<file path="src/rtl/mips_bus_pkg.sv">
// Shared definitions for the CPU data-side bus: slave address map, slave
// indices and the bridge state encoding.
package mips_bus_pkg;

    localparam int NUM_SLV = 4;

    localparam int SLV_DM  = 0;
    localparam int SLV_TC0 = 1;
    localparam int SLV_TC1 = 2;
    localparam int SLV_IG  = 3;

    // Inclusive byte-address bounds of each slave window
    localparam logic [31:0] DM_HI  = 32'h0000_2FFF;
    localparam logic [31:0] TC0_LO = 32'h0000_7F00;
    localparam logic [31:0] TC0_HI = 32'h0000_7F0B;
    localparam logic [31:0] TC1_LO = 32'h0000_7F10;
    localparam logic [31:0] TC1_HI = 32'h0000_7F1B;
    localparam logic [31:0] IG_LO  = 32'h0000_7F20;
    localparam logic [31:0] IG_HI  = 32'h0000_7F23;

    typedef enum logic [1:0] {
        ST_IDLE   = 2'd0,
        ST_ACCESS = 2'd1,
        ST_RESP   = 2'd2
    } bridge_state_e;

    function automatic logic in_range(input logic [31:0] addr,
                                      input logic [31:0] lo,
                                      input logic [31:0] hi);
        return (addr >= lo) && (addr <= hi);
    endfunction

endpackage

</file>
<file path="src/rtl/bus_addr_decode.sv">
// Combinational address decoder: maps a byte address onto the one-hot slave
// select of the system bus. Shared by the data and instruction-fetch sides.
module bus_addr_decode
    import mips_bus_pkg::*;
(
    input  logic [31:0]        addr_i,
    output logic               hit_o,
    output logic [NUM_SLV-1:0] sel_o
);

    // DM starts at address zero, so only its upper bound needs a compare
    assign sel_o[SLV_DM]  = (addr_i <= DM_HI);
    assign sel_o[SLV_TC0] = in_range(addr_i, TC0_LO, TC0_HI);
    assign sel_o[SLV_TC1] = in_range(addr_i, TC1_LO, TC1_HI);
    assign sel_o[SLV_IG]  = in_range(addr_i, IG_LO, IG_HI);

    assign hit_o = |sel_o;

endmodule

</file>
<file path="src/rtl/mem_bus_bridge.sv">
// Sequences MEM-stage loads/stores onto the shared system bus: registered
// request, wait for the selected slave's ack or a timeout, then one-cycle response.
module mem_bus_bridge #(
    parameter int TIMEOUT = 16,
    parameter int CNT_W   = 5
) (
    input  logic        clk,
    input  logic        reset,
    input  logic        cpu_re,
    input  logic        cpu_we,
    input  logic        cpu_kill,
    input  logic [31:0] cpu_addr,
    input  logic [3:0]  cpu_byteen,
    input  logic [31:0] cpu_wd,
    output logic        cpu_stall,
    output logic        cpu_done,
    output logic        cpu_buserr,
    output logic [31:0] cpu_rdata,
    output logic [3:0]  dev_sel,
    output logic        dev_we,
    output logic [31:0] dev_addr,
    output logic [3:0]  dev_byteen,
    output logic [31:0] dev_wd,
    input  logic [3:0]  dev_ack,
    input  logic [31:0] dm_rd,
    input  logic [31:0] tc0_rd,
    input  logic [31:0] tc1_rd,
    input  logic [31:0] ig_rd
);
    import mips_bus_pkg::*;

    bridge_state_e state_q, state_d;
    logic [31:0]      addr_q, addr_d;
    logic [31:0]      wd_q, wd_d;
    logic [31:0]      rdata_q, rdata_d;
    logic [3:0]       byteen_q, byteen_d;
    logic [3:0]       sel_q, sel_d;
    logic             we_q, we_d;
    logic             buserr_q, buserr_d;
    logic [CNT_W-1:0] cnt_q, cnt_d;

    logic             req;
    logic             hit;
    logic [3:0]       dec_sel;
    logic             ack;
    logic [31:0]      slave_rd;

    bus_addr_decode u_decode (
        .addr_i (cpu_addr),
        .hit_o  (hit),
        .sel_o  (dec_sel)
    );

    assign req = (cpu_re | cpu_we) & ~cpu_kill;
    assign ack = |(dev_ack & sel_q);

    // sel_q is one-hot while in ACCESS, so an AND-OR mux is sufficient
    assign slave_rd = ({32{sel_q[SLV_DM]}}  & dm_rd)
                    | ({32{sel_q[SLV_TC0]}} & tc0_rd)
                    | ({32{sel_q[SLV_TC1]}} & tc1_rd)
                    | ({32{sel_q[SLV_IG]}}  & ig_rd);

    // NOTE: every next-state signal gets its hold value first so that no path
    // through the case statement leaves one unassigned and infers a latch.
    always_comb begin
        state_d  = state_q;
        addr_d   = addr_q;
        wd_d     = wd_q;
        rdata_d  = rdata_q;
        byteen_d = byteen_q;
        sel_d    = sel_q;
        we_d     = we_q;
        buserr_d = buserr_q;
        cnt_d    = cnt_q;

        unique case (state_q)
            ST_IDLE: begin
                if (req) begin
                    if (hit) begin
                        addr_d   = cpu_addr;
                        wd_d     = cpu_wd;
                        we_d     = cpu_we;
                        byteen_d = cpu_we ? cpu_byteen : 4'b0000;
                        sel_d    = dec_sel;
                        cnt_d    = '0;
                        buserr_d = 1'b0;
                        state_d  = ST_ACCESS;
                    end else begin
                        buserr_d = 1'b1;
                        rdata_d  = '0;
                        state_d  = ST_RESP;
                    end
                end
            end
            ST_ACCESS: begin
                if (ack || (cnt_q == CNT_W'(TIMEOUT - 1))) begin
                    // Ack wins over timeout when both land in the last cycle
                    rdata_d  = (ack && !we_q) ? slave_rd : 32'h0;
                    buserr_d = !ack;
                    sel_d    = '0;
                    we_d     = 1'b0;
                    byteen_d = '0;
                    state_d  = ST_RESP;
                end else begin
                    cnt_d = cnt_q + CNT_W'(1);
                end
            end
            ST_RESP: state_d = ST_IDLE;
            default: state_d = ST_IDLE;
        endcase
    end

    // NOTE: sequential state uses non-blocking assignments so every register
    // samples the pre-edge values regardless of statement order.
    always_ff @(posedge clk or posedge reset) begin
        if (reset) begin
            state_q  <= ST_IDLE;
            addr_q   <= '0;
            wd_q     <= '0;
            rdata_q  <= '0;
            byteen_q <= '0;
            sel_q    <= '0;
            we_q     <= 1'b0;
            buserr_q <= 1'b0;
            cnt_q    <= '0;
        end else begin
            state_q  <= state_d;
            addr_q   <= addr_d;
            wd_q     <= wd_d;
            rdata_q  <= rdata_d;
            byteen_q <= byteen_d;
            sel_q    <= sel_d;
            we_q     <= we_d;
            buserr_q <= buserr_d;
            cnt_q    <= cnt_d;
        end
    end

    assign cpu_stall  = ~reset & (((state_q == ST_IDLE) & req) | (state_q == ST_ACCESS));
    assign cpu_done   = (state_q == ST_RESP);
    assign cpu_buserr = (state_q == ST_RESP) & buserr_q;
    assign cpu_rdata  = rdata_q;

    assign dev_sel    = sel_q;
    assign dev_we     = we_q;
    assign dev_addr   = addr_q;
    assign dev_byteen = byteen_q;
    assign dev_wd     = wd_q;

endmodule

</file>
<file path="config.mk">
export PLATFORM = sky130hd
export DESIGN_NAME = mem_bus_bridge
export DESIGN_NICKNAME = d
export VERILOG_FILES = /design/src/rtl/mips_bus_pkg.sv /design/src/rtl/bus_addr_decode.sv /design/src/rtl/mem_bus_bridge.sv
export SDC_FILE = /design/constraint.sdc
export NUM_CORES = 1
export LEC_CHECK = 0
export CORE_MARGIN = 5
export CORE_UTILIZATION = 35
export CTS_CLUSTER_DIAMETER = 30
export DETAILED_ROUTE_END_ITERATION = 10
export GPL_TIMING_DRIVEN = 0
export PLACE_DENSITY = 0.78
export SYNTH_ARGS = -nofsm -noshare
export SYNTH_HDL_FRONTEND = slang
export SYNTH_SLANG_ARGS = --single-unit
</file>
<file path="constraint.sdc">
create_clock -name clk -period 3.7 [get_ports clk]
set_input_delay 0.74 -clock clk [delete_from_list [all_inputs] [get_ports clk]]
set_output_delay 0.74 -clock clk [all_outputs]
set_load 0.1 [all_outputs]
</file>
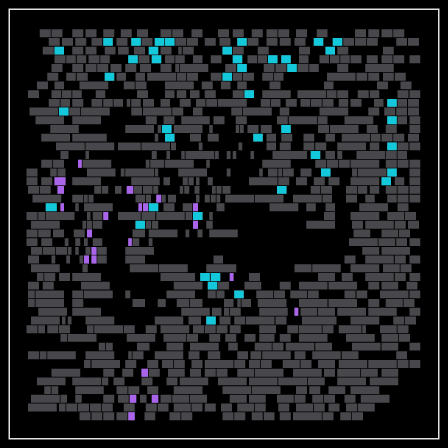
Figure 1: run 1, gate families picked out.
Key: cyan = non-inverting ao/oa cells [cells 43]; purple = nor cells [cells 22]

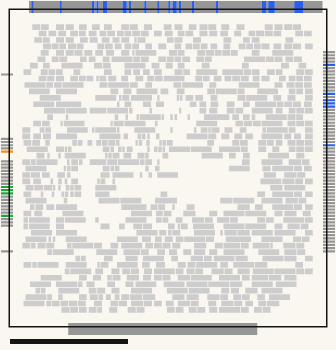
Figure 2: run 1, pin placement.
Bar = 50 um. Pins as bars across the die edge, other pins in gray.
Key: green = cpu_byteen [pins 4, direction input, edge left]; blue = tc1_rd [pins 32, direction input, edge 26 top, 6 right]; orange = dev_we [pins 1, direction output, edge left]

==> job_summary.md, run 1 <==
## Implementation flow summary

| Metric | Value |
|---|---|
| Nature of the critical path endpoint | primary output |
| Most frequently placed logic cell in the final layout | clkdlybuf4s50_1 |
| Number of clock buffers inserted by TritonCTS | 17 |
| YS chip area | 5360 um^2 |
| Number of flops mapped to enable cells by yosys | 0 |
| Met1 layer wirelength in the final routing | approximately 8 mm |
| Worst endpoint required time | around 3000 ps |
| Weighted congestion at the end of routability-driven global placement | 1.00 |
| Routed wire length | 20.8 mm |
| Global routing met2 resource utilization | 0.391 |
| Synthesized instance count | between 400 and 500 |
| Fraction of power consumed by combinational cells | 0.168 |
| Adder-cell area share of the yosys netlist | 0.00467 |
| Largest power group | clock |
| Switch Pwr | approximately 0.87 mW |
| Post-CTS Setup Inserts | 0 |
| List of most frequent post-synthesis cells | 113 x dfrtp_1, 40 x mux2_4, 36 x a22o_1 |
| Total power divided by cell area | roughly 380 nW/um^2 |
| Max-area cell share | 0.528 |
| Met1 Usage GRT | 0.279 |
| Worst slew margin | 0.302 |
| Post-cts sizing count | 0 |
| Area share of xor/xnor cells in the synthesized design | 0 |
| GRT Resource Usage Total | 0.229 |
| Grt met3 use | 0.0627 |
| Power in sequential cells | between 1 and 1.5 mW |
| Clk Latency, worst-skew pair | about 400 ps |
| Final core utilization | 0.622 |
| Number of endpoints failing setup at the final stage | 0 |
| Chip Footprint | around 18000 um^2 |
| Num ports | 313 |
| Largest net degree at the start of global routing | about 43 |
| Floorplan utilization | 0.355 |
| Shortest period the worst path allows | 3570 ps |
| Total number of clock tree sinks | 113 |
| Number of synthesis warnings | 0 |
| Final worst hold slack | ~480 ps |
| CP Max Fanout | 6 |
| Internal Dissipation | between 2 and 3 mW |
| Power attributed to the clock group | 1.69 mW |
| # port buffers | between 300 and 400 |
| Logic cell area | between 2000 and 2500 um^2 |
| Fraction of final layout cells sized beyond drive strength 1 | 0.126 |
| Syn Nets | slightly above 600 |
| Portion of total power attributed to the clock network | 0.477 |
| Height of the die | 134 um |
| Number of standard cells reported by yosys | 414 |
| Maximum vdd ir drop | roughly 0.30 mV |
| CTS H-tree lvls | 4 |
| Simple share | 0.0834 |
| Combinational gate power | around 0.60 mW |
| Cell type with the largest total area | dfrtp_1 |
| Hold Buf Count CTS | 0 |
| First-pass GRT wire length | about 32 mm |
| Synthesized cell area | roughly 5400 um^2 |
| Post-layout instance area | between 9000 and 10000 um^2 |
| Fill cells | between 1000 and 1500 |
| GRT busiest layer | met2 |
| Setup slack after placement | around 140 ps |
| Hold Path Class | reg2reg |
| Sequential power share | 0.355 |
| Main flop type after synthesis | dfrtp_1 |
| Main logic family after synthesis | AND-OR/OR-AND gates |
| CTS root buffer | clkbuf_16 |
| Minimum setup slack in the final design | about 130 ps |
| Worst-path clk slew | 50 ps |
| Leakage | approximately 4.1 nW |
| Result of the run | finished clean |
| Final slew viol count | 0 |
| Drt pass-1 iters | 5 |
| FFs w/ async S/R, synth | 1.00 |
| Core region area | around 15000 um^2 |
| Final hold violation count | 0 |
| Critical path startpoint category | primary input |
| Vias/cell | approximately 5.2 |
| Number of rows created at floorplan | approximately 45 |
| DRC Markers | 0 |
| Wire length on met2 | roughly 11 mm |
| X dimension of the die | around 130 um |
| Seq/Total Area, Yosys | 0.528 |
| Final cell count without fillers | 949 |
| 1st-iter DRT viols | roughly 300 |
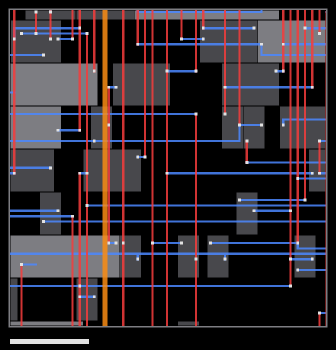
Figure 3: run 1, layout detail.
Bar = 5 um. Window x 57 to 77, y 84 to 104 um. Cells in gray, sequential cells in the stronger gray; small squares are vias.
Key: red = metal 2; orange = metal 4; blue = metal 1
Most frequent: clkbuf_1 (10), clkdlybuf4s50_1 (6), dfrtp_1 (2). Netlist names of flops here include cpu_rdata (1), dev_sel (1). 19 logic cells have their middle in the window. Sequential cells in the window: 2.

run 1: cell type report:
cell class / instances / area share
buffer: 32 / 0.0211
multi-input combinational: 264 / 0.247
antenna: 1 / 0.000267
tap: 188 / 0.0251
sequential: 113 / 0.301
clock inverter: 10 / 0.0169
clock buffer: 22 / 0.0484
inverter: 5 / 0.00240
timing repair buffer: 314 / 0.337
run 1: worst paths after layout:
check / from / to / slack (ps) / cells past startpoint
min: dev_addr[17] / dev_addr[17] / 480 / 1
max reg2reg: state_q[0] / dev_wd[13] / 1100 / 7
max: cpu_we / cpu_stall / 130 / 5
min in group asynchronous: reset / cpu_rdata[3] / 840 / 2
min reg2reg: dev_addr[17] / dev_addr[17] / 480 / 1
max in group asynchronous: reset / dev_addr[4] / 1920 / 4
--- run 2 (diff from run 1) ---
==> constraint.sdc (replaced) <==
create_clock -name clk -period 2.87 [get_ports clk]
set_input_delay 0.574 -clock clk [delete_from_list [all_inputs] [get_ports clk]]
set_output_delay 0.574 -clock clk [all_outputs]
set_load 0.1 [all_outputs]
==> run 2 against run 1 <==
  * Register-to-register slack worse by 840 ps
  * Sequential power grew 29%
  * Area after synthesis is the same
  * Die size unchanged
  * Utilization grew 0.12 points
  * Design area grew 0.20%
  * Clock power grew 33%
  * Critical path type is now reg2out
==> job_summary.md, run 2 <==
## Implementation flow summary

| Metric | Value |
|---|---|
| Syn Nets | 621 (unchanged) |
| Power in sequential cells | 1.62 mW (+29%) |
| Cell type with the largest total area | dfrtp_1 |
| Worst Hold Path Cells | 1 (unchanged) |
| Sequential power share | 0.350 (-0.005) |
| YS chip area | 5360 um^2 (unchanged) |
| List of most frequent post-synthesis cells | 113 x dfrtp_1, 40 x mux2_4, 36 x a22o_1 |
| CTS root buffer | clkbuf_16 |
| Total power divided by cell area | 493 nW/um^2 (+30%) |
| Result of the run | finished clean |
| Minimum setup slack in the final design | 124 ps (-5.92 ps) |
| Worst slew margin | 0.294 (-0.00800) |
| Hold Path Class | reg2reg |
| Clk Latency, worst-skew pair | 410 ps (about the same) |
| Min-Delay Startpoint | dev_addr[18] |
| Final slew viol count | 0 (unchanged) |
| Post-cts sizing count | 4 (+4) |
| Seq/Total Area, Yosys | 0.528 (unchanged) |
| First-pass GRT wire length | 31.7 mm (+0.46%) |
| Main flop type after synthesis | dfrtp_1 |
| Maximum vdd ir drop | 0.430 mV (+45%) |
| Critical path startpoint category | flop |
| Leakage | 4.05 nW (-0.12%) |
| CP Max Fanout | 6 (unchanged) |
| Main logic family after synthesis | AND-OR/OR-AND gates |
| Worst setup path start | state_q[0] |
| Nature of the critical path endpoint | primary output |
| Most frequently placed logic cell in the final layout | clkdlybuf4s50_1 |
| Final hold violation count | 0 (unchanged) |
| Switch Pwr | 1.17 mW (+35%) |
| Power attributed to the clock group | 2.24 mW (+33%) |
| Fraction of final layout cells sized beyond drive strength 1 | 0.132 (+0.00526) |
| Weighted congestion at the end of routability-driven global placement | 0.963 (-4.1%) |
| Start of the worst register-to-register path | state_q[0] |
| Total number of clock tree sinks | 113 (unchanged) |
| Final cell count without fillers | 949 (unchanged) |
| Largest power group | clock |
| Simple share | 0.0834 (unchanged) |
| Number of synthesis warnings | 0 (unchanged) |
| Number of endpoints failing setup at the final stage | 0 (unchanged) |
| CTS H-tree lvls | 4 (unchanged) |
[run 2: cell count changes in the layout (fill, tap and decap cells not counted), sizes merged]
cell / delta
clkdlybuf4s15: +1
clkinvlp: +4
inv: +1
clkdlybuf4s50: -2
clkbuf: -2
clkinv: -3
dlygate4sd2: +1
[run 2: metal layers]
layer  GRT usage  part of all wire
met2       0.384              0.51
met3      0.0566             0.061
met5           0                 0
met4      0.0863             0.032
met1       0.285              0.40
[run 2: final cells by class]
class | instances | area (um^2)
diodes | 1 | 2.50
plain buffers | 32 | 198
clock buffers | 20 | 447
clock inverters | 12 | 183
fillers | 1227 | 5690
inverters | 5 | 22.5
multi-input cells | 264 | 2320
flip-flops and latches | 113 | 2830
well taps | 188 | 235
repair buffers | 314 | 3160
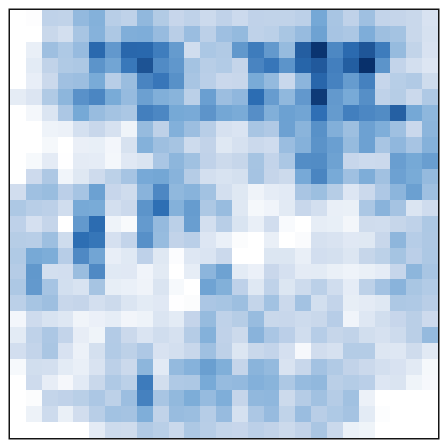
Figure 4: run 2, routed metal per tile.
27 x 27 tiles, from white (low) to dark blue (high), scaled to the fullest tile. Values are wire area over tile area, all layers added.
The densest ninth of the die: upper right. The mean over all tiles is 0.19. 6.7% of the tiles are nearly empty. The fullest tile reaches 0.61. 15% of the tiles are over half the peak.

--- run 3 (diff from run 2) ---
--- a/config.mk
+++ b/config.mk
@@ -11,6 +11,8 @@
 export DETAILED_ROUTE_END_ITERATION = 10
 export GPL_TIMING_DRIVEN = 0
 export PLACE_DENSITY = 0.78
+export REMOVE_ABC_BUFFERS = 1
+export SKIP_LAST_GASP = 1
 export SYNTH_ARGS = -nofsm -noshare
 export SYNTH_HDL_FRONTEND = slang
 export SYNTH_SLANG_ARGS = --single-unit
==> run 3 against run 2 <==
  * Clock power decreased by 2%
  * Register-to-register slack worse by 20 ps
  * Sequential power increased by 4%
  * Non-clock buffer count shrank 32
  * Fmax down 1.1%
  * Power decreased by 1.6%
  * Global-route usage decreased by 1.6 points
  * Sequential share of layout area grew 0.52 points
  * Synthesized cell count did not move
  * Design area fell by 1.5%
  * Worst hold slack barely moved
==> job_summary.md, run 3 <==
## Implementation flow summary

| Metric | Value |
|---|---|
| Hold Path Class | reg2reg |
| Power attributed to the clock group | 2.20 mW (-2%) |
| Clk Latency, worst-skew pair | 400 ps (about the same) |
| CP Max Fanout | 36 (+30) |
| Number of endpoints failing setup at the final stage | 0 (unchanged) |
| Non-Clock Inverter Count | 5 (unchanged) |
| Total power divided by cell area | 493 nW/um^2 (about the same) |
| Minimum setup slack in the final design | 92.3 ps (-31.7 ps) |
| Met1 Usage GRT | 0.260 (-0.0253) |
| Sequential share of cell area | 0.306 (+0.00522) |
| Number of synthesis warnings | 0 (unchanged) |
| Non-Clock Buffer Area Fraction | 0.342 (-0.0155) |
| Seq/Total Area, Yosys | 0.528 (unchanged) |
| Maximum vdd ir drop | 0.339 mV (-21%) |
| CLK BUF | 19 (-5.0%) |
| Largest power group | clock |
| Grt met3 use | 0.0850 (+0.0283) |
| Sequential power share | 0.371 (+0.021) |
| Leakage | 3.98 nW (-1.8%) |
| Uppermost layer routed | met4 |
| Number of combinational gates with multiple inputs | 267 (+1.1%) |
| Fraction of final layout cells sized beyond drive strength 1 | 0.135 (+0.00385) |
| Start of the worst register-to-register path | cnt_q[0] |
| Most frequently placed logic cell in the final layout | clkdlybuf4s50_1 |
| Weighted congestion at the end of routability-driven global placement | 0.815 (-15%) |
| Min-Delay Startpoint | dev_addr[19] |
| Result of the run | finished clean |
| CTS H-tree lvls | 4 (unchanged) |
| CTS root buffer | clkbuf_16 |
| Simple share | 0.0834 (unchanged) |
| Switch Pwr | 1.14 mW (-2.6%) |
| Register Area | 2830 um^2 (+0.18%) |
| Main flop type after synthesis | dfrtp_1 |
| Cell depth of the worst setup path | 1 |
| Worst Hold Path Cells | 1 (unchanged) |
| Worst slew margin | 0.318 (+0.0246) |
| Cell type with the largest total area | dfrtp_1 |
| Inserted tap cell count | 188 (unchanged) |
| List of most frequent post-synthesis cells | 113 x dfrtp_1, 40 x mux2_4, 36 x a22o_1 |
| Nature of the critical path endpoint | primary output |
| Wire length on met2 | 9.07 mm (-14%) |
| Global routing met2 resource utilization | 0.329 (-0.0545) |
| ANT cells | 0 (-1) |
| Worst setup path start | dev_sel[2] |
| Final slew viol count | 0 (unchanged) |
| Fill cells | 1196 (-2.5%) |
| Power in sequential cells | 1.69 mW (+4%) |
| Top cell category | non-clock buffers |
| Met3 WL | 1.88 mm (+49%) |
| Final cell count without fillers | 919 (-3.2%) |
| GRT busiest layer | met2 |
| Total number of clock tree sinks | 113 (unchanged) |
| Fraction of area in clock buffers and inverters | 0.0668 (-0.000176) |
## run 3: cell types whose count changed in the layout (fill, tap and decap cells not counted), moves of 2 or more
cell / change
buf_12: -5
buf_2: -4
clkbuf_1: -23
clkdlybuf4s50_1: -4
clkinv_2: +3
clkinvlp_4: -5
dfrtp_1: -4
dfrtp_2: +4
dlygate4sd2_1: +4
nand3_4: +2
nor2_1: -2
## run 3: cell families after synthesis
family,after synthesis
adders and majority gates,2
AOI/OAI and AO/OA,135
muxes,49
DFF,113
buffers and inverters,37
and+or+nand+nor,78
## run 3: what timing repair did
| action | in CTS | in global routing |
|---|---|---|
| resized | 17 | 3 |
| buffers inserted | 0 | 1 |
| pin swaps | 1 | 1 |
| cloned | 2 | 1 |
| endpoints found under the setup margin | 104 | 93 |
| hold buffers | 0 | 0 |
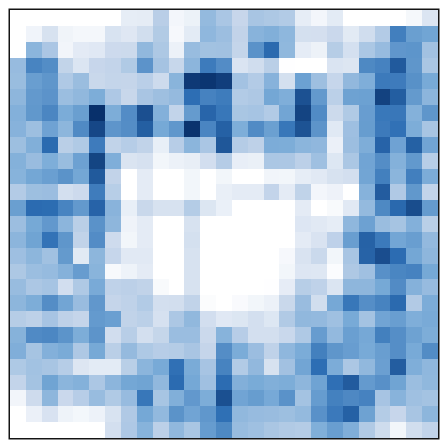
Figure 5: run 3, routed metal per tile.
27 x 27 tiles, from white (low) to dark blue (high), scaled to the fullest tile. Values are wire area over tile area, all layers added.
GRT Resource Usage Total: 0.213
post-detailed-route wirelength per cell: 20.9 um

Power and IR drop assume default switching activity.
